`config.mk`:
```
export PLATFORM = sky130hd
export DESIGN_NAME = bus_ack_responder_flat
export DESIGN_NICKNAME = d
export VERILOG_FILES = /design/src/rtl/bus_resp_pkg.sv /design/src/rtl/bus_ack_responder_if.sv /design/src/rtl/resp_regfile.sv /design/src/rtl/bus_ack_responder.sv /design/src/flat_wrapper.sv
export SDC_FILE = /design/constraint.sdc
export NUM_CORES = 1
export LEC_CHECK = 0
export CAP_MARGIN = 20
export CORE_ASPECT_RATIO = 0.8
export CORE_MARGIN = 2
export CORE_UTILIZATION = 40
export CTS_CLUSTER_SIZE = 28
export DETAILED_ROUTE_END_ITERATION = 12
export GPL_TIMING_DRIVEN = 0
export PLACE_DENSITY = 0.66
export SLEW_MARGIN = 20
export SYNTH_ARGS = -nofsm -noshare
export SYNTH_HDL_FRONTEND = slang
export SYNTH_SLANG_ARGS = --single-unit
```
`constraint.sdc`:
```
create_clock -name i_clk -period 2.48 [get_ports i_clk]
set_input_delay 0.496 -clock i_clk [delete_from_list [all_inputs] [get_ports i_clk]]
set_output_delay 0.496 -clock i_clk [all_outputs]
set_load 0.1 [all_outputs]
```
`src/rtl/bus_resp_pkg.sv`:
```
// Shared types and constants for the request/acknowledge byte-bus responder.
// Imported by the interface, the register file and the responder top.
package bus_resp_pkg;

    localparam int DEF_DATA_W = 8;
    localparam int DEF_ADDR_W = 4;

    localparam logic RESP_OK  = 1'b0;
    localparam logic RESP_ERR = 1'b1;

    typedef enum logic [1:0] {
        IDLE    = 2'd0,
        WAIT    = 2'd1,
        ACK     = 2'd2,
        RELEASE = 2'd3
    } state_t;

    // A zero-wait configuration still needs a 1-bit counter to keep widths legal.
    function automatic int cnt_width(input int waitCycles);
        int w;
        w = $clog2(waitCycles + 1);
        return (w < 1) ? 1 : w;
    endfunction

endpackage

```
`src/rtl/bus_ack_responder_if.sv`:
```
// Request/acknowledge byte bus between an initiator (master) and this responder (slave).
interface bus_ack_responder_if
    import bus_resp_pkg::*;
#(
    parameter int DATA_W = DEF_DATA_W,
    parameter int ADDR_W = DEF_ADDR_W
);

    logic              req;
    logic              we;
    logic [ADDR_W-1:0] addr;
    logic [DATA_W-1:0] wdata;
    logic              ack;
    logic [DATA_W-1:0] rdata;
    logic              err;
    logic              busy;

    modport master (
        output req, we, addr, wdata,
        input  ack, rdata, err, busy
    );

    modport slave (
        input  req, we, addr, wdata,
        output ack, rdata, err, busy
    );

endinterface

```
`src/rtl/resp_regfile.sv`:
```
// DEPTH x DATA_W byte register file: synchronous write and clear, combinational read.
// Also reports whether the presented address maps onto an implemented register.
module resp_regfile
    import bus_resp_pkg::*;
#(
    parameter int DATA_W = DEF_DATA_W,
    parameter int ADDR_W = DEF_ADDR_W,
    parameter int DEPTH  = 12
) (
    input  logic              i_clk,
    input  logic              i_rst,
    input  logic              i_we,
    input  logic [ADDR_W-1:0] i_addr,
    input  logic [DATA_W-1:0] i_wdata,
    output logic [DATA_W-1:0] o_rdata,
    output logic              o_addrOk
);

    localparam int IDX_W = (DEPTH > 1) ? $clog2(DEPTH) : 1;

    logic [DATA_W-1:0] r_mem [DEPTH];
    logic [IDX_W-1:0]  w_idx;

    // Compare one bit wider so DEPTH == 2**ADDR_W does not overflow the constant.
    assign o_addrOk = ({1'b0, i_addr} < (ADDR_W + 1)'(DEPTH));
    assign w_idx    = i_addr[IDX_W-1:0];

    always_ff @(posedge i_clk) begin
        if (i_rst) begin
            for (int i = 0; i < DEPTH; i++) begin
                r_mem[i] <= '0;
            end
        end else if (i_we && o_addrOk) begin
            r_mem[w_idx] <= i_wdata;
        end
    end

    assign o_rdata = o_addrOk ? r_mem[w_idx] : '0;

endmodule

```
`src/rtl/bus_ack_responder.sv`:
```
// Responder end of the byte bus: captures a request, inserts WAIT_CYCLES wait states,
// pulses a registered ACK, then holds BUSY until the initiator releases REQ.
module bus_ack_responder
    import bus_resp_pkg::*;
#(
    parameter int DATA_W      = DEF_DATA_W,
    parameter int ADDR_W      = DEF_ADDR_W,
    parameter int DEPTH       = 12,
    parameter int WAIT_CYCLES = 2
) (
    input  logic                 i_clk,
    input  logic                 i_rst,
    bus_ack_responder_if.slave   bus
);

    localparam int               CNT_W    = cnt_width(WAIT_CYCLES);
    localparam logic [CNT_W-1:0] CNT_LOAD = CNT_W'(WAIT_CYCLES);
    localparam logic [CNT_W-1:0] CNT_ONE  = CNT_W'(1);

    state_t            r_state;
    state_t            w_nextState;

    logic              r_holdWe;
    logic [ADDR_W-1:0] r_holdAddr;
    logic [DATA_W-1:0] r_holdWdata;
    logic [CNT_W-1:0]  r_cnt;

    logic              r_ack;
    logic              r_err;
    logic              r_busy;
    logic [DATA_W-1:0] r_rdata;

    logic              w_capture;
    logic              w_regWe;
    logic              w_addrOk;
    logic [DATA_W-1:0] w_regRdata;
    logic              w_nextAck;
    logic              w_nextErr;
    logic              w_nextBusy;
    logic [DATA_W-1:0] w_nextRdata;

    resp_regfile #(
        .DATA_W (DATA_W),
        .ADDR_W (ADDR_W),
        .DEPTH  (DEPTH)
    ) u_regfile (
        .i_clk    (i_clk),
        .i_rst    (i_rst),
        .i_we     (w_regWe),
        .i_addr   (r_holdAddr),
        .i_wdata  (r_holdWdata),
        .o_rdata  (w_regRdata),
        .o_addrOk (w_addrOk)
    );

    always_ff @(posedge i_clk) begin
        if (i_rst) begin
            r_state <= IDLE;
        end else begin
            r_state <= w_nextState;
        end
    end

    // Outputs are computed from the current state and registered, so ACK appears
    // in the cycle after the FSM sits in ACK, coinciding with the register write.
    always_comb begin
        w_nextState = r_state;
        w_capture   = 1'b0;
        w_regWe     = 1'b0;
        w_nextAck   = 1'b0;
        w_nextErr   = RESP_OK;
        w_nextRdata = '0;

        case (r_state)
            IDLE: begin
                if (bus.req) begin
                    w_capture   = 1'b1;
                    w_nextState = (WAIT_CYCLES > 0) ? WAIT : ACK;
                end
            end
            WAIT: begin
                if (!bus.req) begin
                    w_nextState = IDLE;
                end else if (r_cnt == CNT_ONE) begin
                    w_nextState = ACK;
                end
            end
            ACK: begin
                w_nextAck   = 1'b1;
                w_nextState = RELEASE;
                if (w_addrOk) begin
                    w_regWe     = r_holdWe;
                    w_nextRdata = r_holdWe ? r_holdWdata : w_regRdata;
                end else begin
                    w_nextErr = RESP_ERR;
                end
            end
            RELEASE: begin
                if (!bus.req) begin
                    w_nextState = IDLE;
                end
            end
            default: begin
                w_nextState = IDLE;
            end
        endcase

        w_nextBusy = (w_nextState != IDLE);
    end

    always_ff @(posedge i_clk) begin
        if (i_rst) begin
            r_holdWe    <= 1'b0;
            r_holdAddr  <= '0;
            r_holdWdata <= '0;
            r_cnt       <= '0;
            r_ack       <= 1'b0;
            r_err       <= 1'b0;
            r_busy      <= 1'b0;
            r_rdata     <= '0;
        end else begin
            if (w_capture) begin
                r_holdWe    <= bus.we;
                r_holdAddr  <= bus.addr;
                r_holdWdata <= bus.wdata;
                r_cnt       <= CNT_LOAD;
            end else if (r_state == WAIT && r_cnt != '0) begin
                r_cnt <= r_cnt - CNT_ONE;
            end
            r_ack   <= w_nextAck;
            r_err   <= w_nextErr;
            r_busy  <= w_nextBusy;
            r_rdata <= w_nextRdata;
        end
    end

    assign bus.ack   = r_ack;
    assign bus.err   = r_err;
    assign bus.busy  = r_busy;
    assign bus.rdata = r_rdata;

endmodule

```
`src/flat_wrapper.sv`:
```
// flat-port wrapper written by rule: the top's interface ports become plain ports
module bus_ack_responder_flat import bus_resp_pkg::*;
#(
    parameter int DATA_W      = DEF_DATA_W,
    parameter int ADDR_W      = DEF_ADDR_W,
    parameter int DEPTH       = 12,
    parameter int WAIT_CYCLES = 2
)
  (i_clk, i_rst, bus_req, bus_we, bus_addr, bus_wdata, bus_ack, bus_rdata, bus_err, bus_busy);
  bus_ack_responder_if #(.DATA_W(DATA_W), .ADDR_W(ADDR_W)) bus_i ();
  input  logic i_clk;
  input  logic i_rst;
  input wire logic [$bits(bus_i.req)-1:0] bus_req;
  input wire logic [$bits(bus_i.we)-1:0] bus_we;
  input wire logic [$bits(bus_i.addr)-1:0] bus_addr;
  input wire logic [$bits(bus_i.wdata)-1:0] bus_wdata;
  output wire logic [$bits(bus_i.ack)-1:0] bus_ack;
  output wire logic [$bits(bus_i.rdata)-1:0] bus_rdata;
  output wire logic [$bits(bus_i.err)-1:0] bus_err;
  output wire logic [$bits(bus_i.busy)-1:0] bus_busy;
  assign bus_i.req = bus_req;
  assign bus_i.we = bus_we;
  assign bus_i.addr = bus_addr;
  assign bus_i.wdata = bus_wdata;
  assign bus_ack = bus_i.ack;
  assign bus_rdata = bus_i.rdata;
  assign bus_err = bus_i.err;
  assign bus_busy = bus_i.busy;
  bus_ack_responder #(.DATA_W(DATA_W), .ADDR_W(ADDR_W), .DEPTH(DEPTH), .WAIT_CYCLES(WAIT_CYCLES)) u_core (.i_clk(i_clk), .i_rst(i_rst), .bus(bus_i));
endmodule
```
==> run_1/clock_nets.png <==
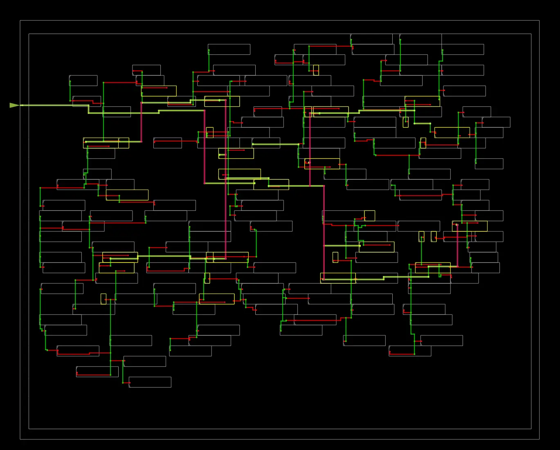
Clock Power: 0.00231 W
Layout Skew: 0.00521 ns
Late-Pin Clk Latency: 0.41 ns
Seq cells: 124
clock buffers: 24

==> run_1/floorplan.png <==
Drawn at 3 px/um. Pins as bars on the die edge.
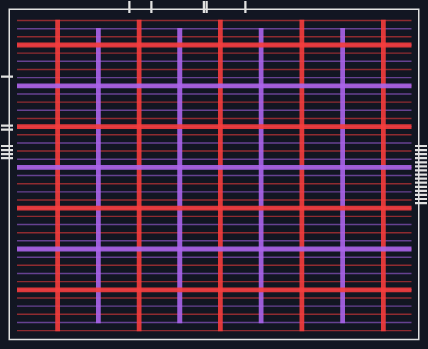
net	color
VDD	purple
VSS	red
met5 straps	7
met4 straps	9
met1 rails	39

==> run_1/util_map.png <==
Drawn at 3 px/um. The die is cut into 14 by 11 equal tiles; black is low, pale yellow is high, 0 to 100% covered.
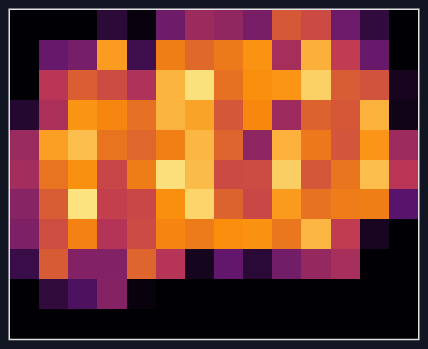
densest ninth of the die	middle
mean over tiles	43%
emptiest ninth of the die	bottom right
nearly empty tiles	23%
fullest tile	94%
tiles over 75% full	19%
Core ar.: 13,600 sq um
Initial Utilization: 0.410
post-layout util: 0.489

==> run_1/m2.png <==
Drawn at 3 px/um.
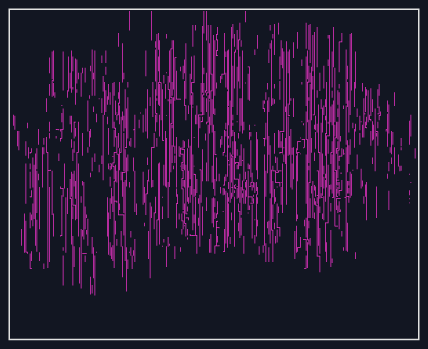
main direction	vertical
nets with wire on the layer	390
wire length on this layer	5,730 um

==> impl_metrics.ini, run 1 <==
; yosys + openroad results
[status]
outcome = complete, no violations

[finish]
n_antenna_cell = 0
inv_count = 4
comb_area_sq_um = 2020
seq_share = 0.518
buffers = 55
register_area_sq_um = 3440

[route]
drcViolationCount = 0
drt-total-wl_um = 12800
drt_iter0_markers = 327

[pwr]
irDropWorstVdd_mv = 0.509
power_density_nw_per_um2 = 745
internal-power_w = 0.00389
combPwrFrac = 0.062
seq_power_share = 0.471

[floorplan]
die_h_um = 110
pin_count = 27

[synth]
ys_seq_share = 0.618
top_cell = and2_1
ys_types = 37
ys.flops = 124
synthTopCellsByArea = edfxtp_1 (52%), and2_1 (11%), dfxtp_1 (10%), mux4_2 (8.5%), nand3_1 (2.9%)
ys_sh_simple = 0.230
mux_area_frac = 0.0990
synthFlopType = edfxtp_1
synthTopCellsByCount = and2_1 (97), edfxtp_1 (96), nand3_1 (32), nand2_1 (29), dfxtp_1 (28)

[run]
warnings = 28
maxCapViolations = 0

[cts]
numClockSinks = 124
path_clk_slew_ns = 0.05
cts_tree = built

[sta]
min_period_over_period = 0.997
hold_ws_ns = 0.527

[setup_path]
r2r_cells = 4
critical-path-slowest-cell = nor3_2
startpoint = i_rst
crit_cells = 4
rr_endpoint = u_core.u_regfile.r_mem[10][2]
crit_family = simple AND/OR/NAND/NOR gates
cpPeakStageDelay_ns = 0.67

[global_route]
busiest_layer = met2
grt_use_met1 = 0.264
antenna_found_initial = 0
track_usage = 0.186
overflow = 0

[placed_design]
dp_slack_ns = -0.598
placed_cells = 614
==> inputs of run 2 (changes only) <==
CORE_UTILIZATION = 59   (was 40)
PLACE_DENSITY = 0.87   (was 0.66)
==> run_2/m2.png <==
Drawn at 3 px/um.
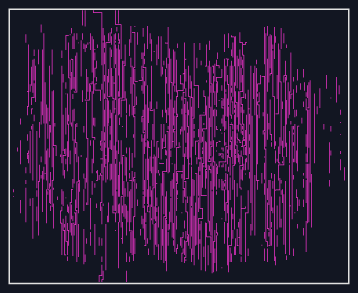
nets with wire on the layer	406
share of all routed wire	49%
longest straight run	45.9 um
detailed-route via count: 3,585
M2 GR Usage: 0.419
routed wire length: 12,700 um

==> run 2 against run 1 <==
The flow now finishes with violations (setup timing). Combinational power decreased by 4%. Clock skew grew 0.0036 ns. Worst setup slack worse by 0.084 ns. Sequential power is essentially flat. Critical path depth unchanged. Non-clock buffer count shrank 1. Clock power grew 6%. Clock-buffer cell count decreased by 6. Synthesized cell count unchanged. Largest cell class unchanged.
==> impl_metrics.ini, run 2 <==
; yosys + openroad results
[status]
outcome = finished, violations left
violations = setup timing

[synth]
ys.flops = 124
ys_seq_share = 0.618
top_cell = and2_1
synthTopCellsByCount = and2_1 (97), edfxtp_1 (96), nand3_1 (32), nand2_1 (29), dfxtp_1 (28)
ys_sh_simple = 0.230
mux_area_frac = 0.0990

[setup_path]
crit_family = simple AND/OR/NAND/NOR gates
critical-path-slowest-cell = nor4_2
cpPeakStageDelay_ns = 0.82
crit_cells = 4

[sta]
setup_ws_ns = -0.0765
setup_viol = 16
min_period_over_period = 1.03
timing.fmax_mhz = 391
period_needed_ns = 2.56

[finish]
seq_share = 0.524
n_antenna_cell = 0
final_util = 0.721
flops = 124
register_area_sq_um = 3440
comb_area_sq_um = 2000
buffers = 54
inv_count = 4

[route]
drcViolationCount = 0
drt_iter0_markers = 281

[global_route]
antenna_found_initial = 0
overflow = 0
busiest_layer = met2
track_usage = 0.267
grt_use_met1 = 0.361

[pwr]
seq_power_share = 0.458
power_density_nw_per_um2 = 775
combPwrFrac = 0.058
irDropWorstVdd_mv = 0.739

[run]
warnings = 29
maxCapViolations = 0

[placed_design]
dp_slack_ns = -0.455
placed_cells = 549

[floorplan]
core_sq_um = 9110
fp.dieW_um = 113
pin_count = 27

[cts]
path_clk_slew_ns = 0.05
==> run_2/clock_nets.png <==
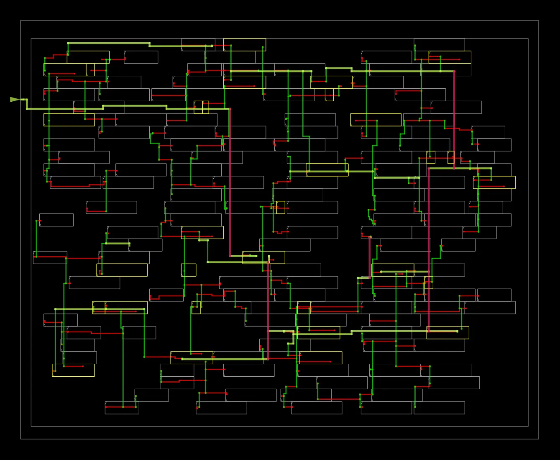
Clock Power: 0.00246 W
clock buffers: 18
Layout Skew: 0.00881 ns
clk sink count: 124
Late-Pin Clk Latency: 0.43 ns

No activity file was given, so power comes from the tool's default toggle rates.
